**config.mk**
```make
export PLATFORM = sky130hd
export DESIGN_NAME = pcie_mwr_tx
export DESIGN_NICKNAME = d
export VERILOG_FILES = /design/src/rtl/pcie_tlp_pkg.sv /design/src/rtl/pcie_mwr_hdr.sv /design/src/rtl/pcie_mwr_tx.sv
export SDC_FILE = /design/constraint.sdc
export NUM_CORES = 1
export LEC_CHECK = 0
export CAP_MARGIN = 0
export CORE_MARGIN = 2
export CORE_UTILIZATION = 49
export DETAILED_ROUTE_END_ITERATION = 8
export PLACE_DENSITY = 0.83
export SETUP_SLACK_MARGIN = 0.5
export SLEW_MARGIN = 20
export SYNTH_ARGS = -nofsm -noshare
export SYNTH_HDL_FRONTEND = slang
export SYNTH_SLANG_ARGS = --single-unit
```
**constraint.sdc**
```tcl
create_clock -name pcie_clk -period 4.95 [get_ports pcie_clk]
set_clock_uncertainty 0.15 [all_clocks]
set_input_delay 0.495 -clock pcie_clk [delete_from_list [all_inputs] [get_ports pcie_clk]]
set_output_delay 0.495 -clock pcie_clk [all_outputs]
set_load 0.02 [all_outputs]
```
**src/rtl/pcie_tlp_pkg.sv**
```systemverilog
// pcie_tlp_pkg
// Shared TLP constants for the PCIe x1 endpoint: fmt/type field encodings, the MWr
// initiator state encoding, the default maximum payload and a credit helper.
package pcie_tlp_pkg;

   localparam logic [1:0] FMT_3DW_D = 2'b10;
   localparam logic [1:0] FMT_4DW_D = 2'b11;
   localparam logic [4:0] TYPE_MEM  = 5'b00000;

   // Maximum MWr payload in DW (128-byte max payload size).
   localparam int MAX_DW_DEF = 32;

   localparam logic [2:0] ST_IDLE = 3'd0;
   localparam logic [2:0] ST_CRED = 3'd1;
   localparam logic [2:0] ST_REQ  = 3'd2;
   localparam logic [2:0] ST_HDR  = 3'd3;
   localparam logic [2:0] ST_DATA = 3'd4;
   localparam logic [2:0] ST_FIN  = 3'd5;

   // Posted data credits (4 DW each) needed for a payload of len DW: ceil(len / 4).
   function automatic logic [11:0] pd_need(input logic [5:0] len);
      return 12'(({1'b0, len} + 7'd3) >> 2);
   endfunction

endpackage

```
**src/rtl/pcie_mwr_hdr.sv**
```systemverilog
// pcie_mwr_hdr
// Combinational MWr header word mux. Selects the 16-bit header word for index idx,
// upper half of each DW first.
// Ports:
//   idx      in  3  : header word index (0..5 for 3DW, 0..7 for 4DW)
//   is_4dw   in  1  : 4DW header (64-bit address) when set
//   len      in  6  : payload length in DW
//   req_id   in  16 : {bus, dev, func}
//   addr_dw  in  30 : target address bits [31:2]
//   addr_hi  in  32 : upper address, used only for 4DW headers
//   word     out 16 : selected header word
module pcie_mwr_hdr
   import pcie_tlp_pkg::*;
(
   input  logic [2:0]  idx,
   input  logic        is_4dw,
   input  logic [5:0]  len,
   input  logic [15:0] req_id,
   input  logic [29:0] addr_dw,
   input  logic [31:0] addr_hi,
   output logic [15:0] word
);

   logic [31:0] dw0, dw1, dw2, dw3, dw_sel;
   logic [3:0]  last_be;

   always_comb begin
      last_be = (len == 6'd1) ? 4'h0 : 4'hF;
      // fmt/type, then TC/TD/EP/attr all zero, then the 10-bit length.
      dw0 = {1'b0, (is_4dw ? FMT_4DW_D : FMT_3DW_D), TYPE_MEM, 8'h00, 6'b0, 4'b0, len};
      dw1 = {req_id, 8'h00, last_be, 4'hF};
      dw2 = is_4dw ? addr_hi : {addr_dw, 2'b00};
      dw3 = {addr_dw, 2'b00};
      unique case (idx[2:1])
         2'd0:    dw_sel = dw0;
         2'd1:    dw_sel = dw1;
         2'd2:    dw_sel = dw2;
         default: dw_sel = dw3;
      endcase
      word = idx[0] ? dw_sel[15:0] : dw_sel[31:16];
   end

endmodule

```
**src/rtl/pcie_mwr_tx.sv**
```systemverilog
// pcie_mwr_tx
// Upstream Memory Write TLP initiator on the 16-bit VC0 TX interface. On start it
// checks posted credits, requests the link, sends a 3DW (or 4DW) MWr header and then
// 2*len payload words read from a local 16-bit buffer through a 2-entry skid.
// Optional feature: define PCIE_MWR_ADDR64_EN to send a 4DW header when addr_hi != 0.
// Ports:
//   pcie_clk, sys_rst            : clock, asynchronous active-high reset
//   bus_num/dev_num/func_num     : requester ID
//   start, addr_lo, addr_hi, len_dw : request (start sampled only when idle)
//   buf_rd_en/buf_rd_adr/buf_rd_dat : buffer read port, data one cycle after enable
//   tx_req/tx_rdy/tx_st/tx_end/tx_data : core TX handshake
//   tx_ca_ph/tx_ca_pd/tx_ca_p_recheck  : posted credits (MSB set = infinite)
//   busy, done, err, tlp_cnt     : status
module pcie_mwr_tx
   import pcie_tlp_pkg::*;
#(
   parameter int MAX_DW = MAX_DW_DEF
) (
   input  logic        pcie_clk,
   input  logic        sys_rst,
   input  logic [7:0]  bus_num,
   input  logic [4:0]  dev_num,
   input  logic [2:0]  func_num,
   input  logic        start,
   input  logic [31:0] addr_lo,
   input  logic [31:0] addr_hi,
   input  logic [5:0]  len_dw,
   output logic        buf_rd_en,
   output logic [5:0]  buf_rd_adr,
   input  logic [15:0] buf_rd_dat,
   output logic        tx_req,
   input  logic        tx_rdy,
   output logic        tx_st,
   output logic        tx_end,
   output logic [15:0] tx_data,
   input  logic [8:0]  tx_ca_ph,
   input  logic [12:0] tx_ca_pd,
   input  logic        tx_ca_p_recheck,
   output logic        busy,
   output logic        done,
   output logic        err,
   output logic [15:0] tlp_cnt
);

   localparam logic [6:0] MAX_LEN = 7'(MAX_DW);

   logic [2:0]  state_q, state_d;
   logic [5:0]  len_q;
   logic [15:0] req_id_q;
   logic [29:0] addr_dw_q;
   logic [31:0] addr_hi_q;
   logic        is_4dw_q;
   logic [2:0]  hidx_q;
   logic [6:0]  wcnt_q, rd_cnt_q;
   logic        rd_pend_q;
   logic [1:0]  fcnt_q, fcnt_d;
   logic [15:0] skid0_q, skid0_d, skid1_q, skid1_d;
   logic        err_q;
   logic [15:0] cnt_q;

   logic [6:0]  total_w;
   logic [2:0]  hdr_last;
   logic [2:0]  skid_use;
   logic [15:0] hdr_word;
   logic        len_bad, accept, cred_ok, pop, pop_skid, push_skid, rd_en, last_word;

`ifdef PCIE_MWR_ADDR64_EN
   always_ff @(posedge pcie_clk or posedge sys_rst) begin
      if (sys_rst) begin
         addr_hi_q <= '0;
         is_4dw_q  <= 1'b0;
      end else if (accept) begin
         addr_hi_q <= addr_hi;
         is_4dw_q  <= (addr_hi != 32'h0);
      end
   end
   logic unused_addr;
   assign unused_addr = ^addr_lo[1:0];
`else
   assign addr_hi_q = '0;
   assign is_4dw_q  = 1'b0;
   logic unused_addr;
   assign unused_addr = ^{addr_hi, addr_lo[1:0]};
`endif

   assign total_w   = {len_q, 1'b0};
   assign hdr_last  = is_4dw_q ? 3'd7 : 3'd5;
   assign len_bad   = (len_dw == 6'd0) || ({1'b0, len_dw} > MAX_LEN);
   assign accept    = (state_q == ST_IDLE) && start && !len_bad;
   assign cred_ok   = (tx_ca_ph != 9'd0) &&
                      (tx_ca_pd[12] || (tx_ca_pd[11:0] >= pd_need(len_q))) &&
                      !tx_ca_p_recheck;
   assign last_word = (state_q == ST_DATA) && (wcnt_q == total_w - 7'd1);

   // A payload word leaves when the core takes it; it comes from the skid head or,
   // when the skid is empty, straight from the buffer read that just returned.
   assign pop       = (state_q == ST_DATA) && tx_rdy;
   assign pop_skid  = pop && (fcnt_q != 2'd0);
   assign push_skid = rd_pend_q && !(pop && (fcnt_q == 2'd0));

   // Words the skid will hold after this cycle; only read if one more still fits.
   assign skid_use  = {1'b0, fcnt_q} + {2'b0, rd_pend_q} - {2'b0, pop};
   assign rd_en     = (((state_q == ST_HDR) && (hidx_q == hdr_last)) || (state_q == ST_DATA)) &&
                      (rd_cnt_q < total_w) && (skid_use < 3'd2);

   pcie_mwr_hdr u_hdr (
      .idx     (hidx_q),
      .is_4dw  (is_4dw_q),
      .len     (len_q),
      .req_id  (req_id_q),
      .addr_dw (addr_dw_q),
      .addr_hi (addr_hi_q),
      .word    (hdr_word)
   );

   always_comb begin
      state_d = state_q;
      unique case (state_q)
         ST_IDLE: if (accept) state_d = ST_CRED;
         ST_CRED: if (cred_ok) state_d = ST_REQ;
         ST_REQ:  if (tx_rdy) state_d = ST_HDR;
         ST_HDR:  if (tx_rdy && (hidx_q == hdr_last)) state_d = ST_DATA;
         ST_DATA: if (tx_rdy && last_word) state_d = ST_FIN;
         ST_FIN:  state_d = ST_IDLE;
         default: state_d = ST_IDLE;
      endcase
   end

   always_comb begin
      fcnt_d  = fcnt_q;
      skid0_d = skid0_q;
      skid1_d = skid1_q;
      if (pop_skid) begin
         skid0_d = skid1_q;
         fcnt_d  = fcnt_q - 2'd1;
      end
      if (push_skid) begin
         if (fcnt_d == 2'd0) skid0_d = buf_rd_dat;
         else                skid1_d = buf_rd_dat;
         fcnt_d = fcnt_d + 2'd1;
      end
   end

   always_ff @(posedge pcie_clk or posedge sys_rst) begin
      if (sys_rst) begin
         state_q   <= ST_IDLE;
         len_q     <= '0;
         req_id_q  <= '0;
         addr_dw_q <= '0;
         hidx_q    <= '0;
         wcnt_q    <= '0;
         rd_cnt_q  <= '0;
         rd_pend_q <= 1'b0;
         fcnt_q    <= '0;
         skid0_q   <= '0;
         skid1_q   <= '0;
         err_q     <= 1'b0;
         cnt_q     <= '0;
      end else begin
         state_q   <= state_d;
         err_q     <= (state_q == ST_IDLE) && start && len_bad;
         rd_pend_q <= rd_en;
         fcnt_q    <= fcnt_d;
         skid0_q   <= skid0_d;
         skid1_q   <= skid1_d;
         if (accept) begin
            len_q     <= len_dw;
            req_id_q  <= {bus_num, dev_num, func_num};
            addr_dw_q <= addr_lo[31:2];
            hidx_q    <= '0;
            wcnt_q    <= '0;
            rd_cnt_q  <= '0;
         end else if (rd_en) begin
            rd_cnt_q <= rd_cnt_q + 7'd1;
         end
         if ((state_q == ST_HDR) && tx_rdy) hidx_q <= hidx_q + 3'd1;
         if (pop) wcnt_q <= wcnt_q + 7'd1;
         if (state_q == ST_FIN) cnt_q <= cnt_q + 16'd1;
      end
   end

   always_comb begin
      tx_data = '0;
      if (state_q == ST_HDR)       tx_data = hdr_word;
      else if (state_q == ST_DATA) tx_data = (fcnt_q != 2'd0) ? skid0_q : buf_rd_dat;
   end

   assign tx_req     = (state_q == ST_REQ);
   assign tx_st      = (state_q == ST_HDR) && (hidx_q == 3'd0);
   assign tx_end     = last_word;
   assign buf_rd_en  = rd_en;
   assign buf_rd_adr = rd_cnt_q[5:0];
   assign busy       = (state_q != ST_IDLE);
   assign done       = (state_q == ST_FIN);
   assign err        = err_q;
   assign tlp_cnt    = cnt_q;

endmodule

```
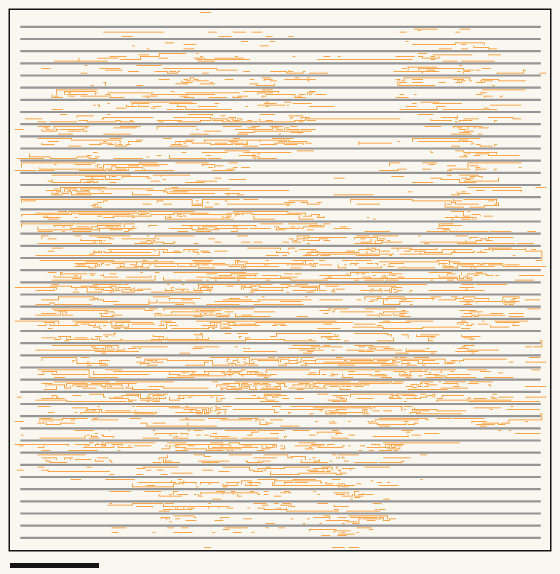
Fig. 1. Signal wires on met1.
Scale bar: 20 um. Supply wires on this layer in gray.
The layer holds 42% of the routed length. The wires run mostly horizontal. The layer carries 6940 um of wire. 824 nets have wire on it.
Final Routed Wirelength: 16.4 mm
met1 Resource Use GR: 28.5%
total via count after detailed routing: 5591

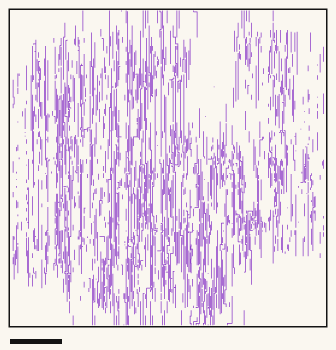
Fig. 2. Met2 routing.
Scale bar: 20 um.
792 nets have wire on it. The layer holds 49% of the routed length.

==> impl_metrics.csv <==
group,metric,value,unit
outcome,result_of_the_run,"finished clean",
grt,number_of_global_route_vias_before_repair,5516,
layout,design_area,8730,um^2
detailed_routing,first_pass_iters,5,
worst_setup_path,data_arrival_time_at_the_worst_slack_endpoint,3.58,ns
synth,synth-edff-count,0,
layout,sh_seq_area,35.6,%
worst_setup_path,peak_fanout_along_the_critical_path,12,
hold_path,min_path_type,"register to register",
layout,largest_register_ff_count,30,
layout,buf_share,17.0,%
detailed_routing,drcViolationCount,0,
layout,clockNetworkAreaShare,6.67,%
worst_setup_path,criticalPathCategory,"register to output pin",
sta,timing.hold.ws,0.317,ns
detailed_routing,top_layer_used,"met4",
worst_setup_path,worstSetupStartpointType,"register",
synth,yosys_register_bits,124,
synth,postSynthSeqShare,46.5,%
detailed_routing,initialDrtViolationCount,310,
layout,layout-drive-gt1-share,7.80,%
hold_path,timing.hold.worst_endpoint,"tlp_cnt[15]",
detailed_routing,drt.antenna.violating_nets,0,
clocking,cts.root.buffer_cell,"sky130_fd_sc_hd__clkbuf_16",
worst_setup_path,timing.critical_path.slowest_cell_delay,0.50,ns
synth,post_synth_xor_area_fraction,4.72,%
worst_setup_path,startpoint,"state_q[0]",
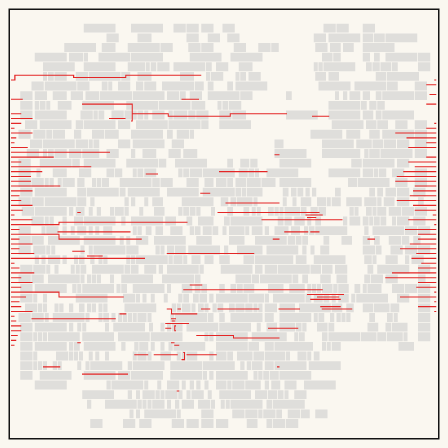
Fig. 3. Met3 routing.
The layer carries 1130 um of wire. The wires run mostly horizontal. The longest straight run is 39.1 um.

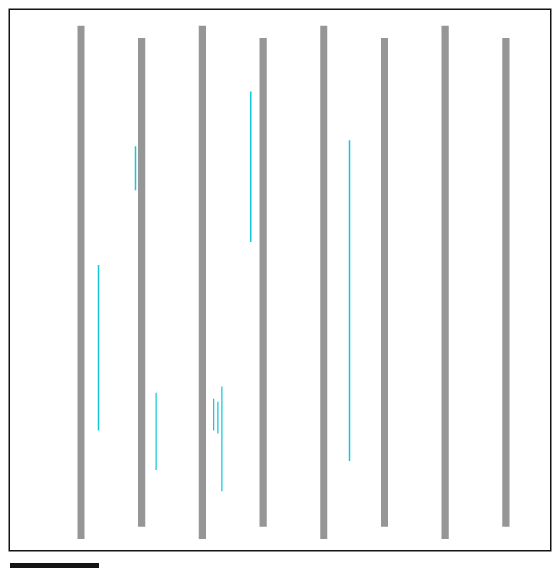
Fig. 4. Signal wires on met4.
Scale bar: 20 um. Supply wires on this layer in gray.
The layer carries 205 um of wire. The layer holds 1.3% of the routed length. The wires run mostly vertical.

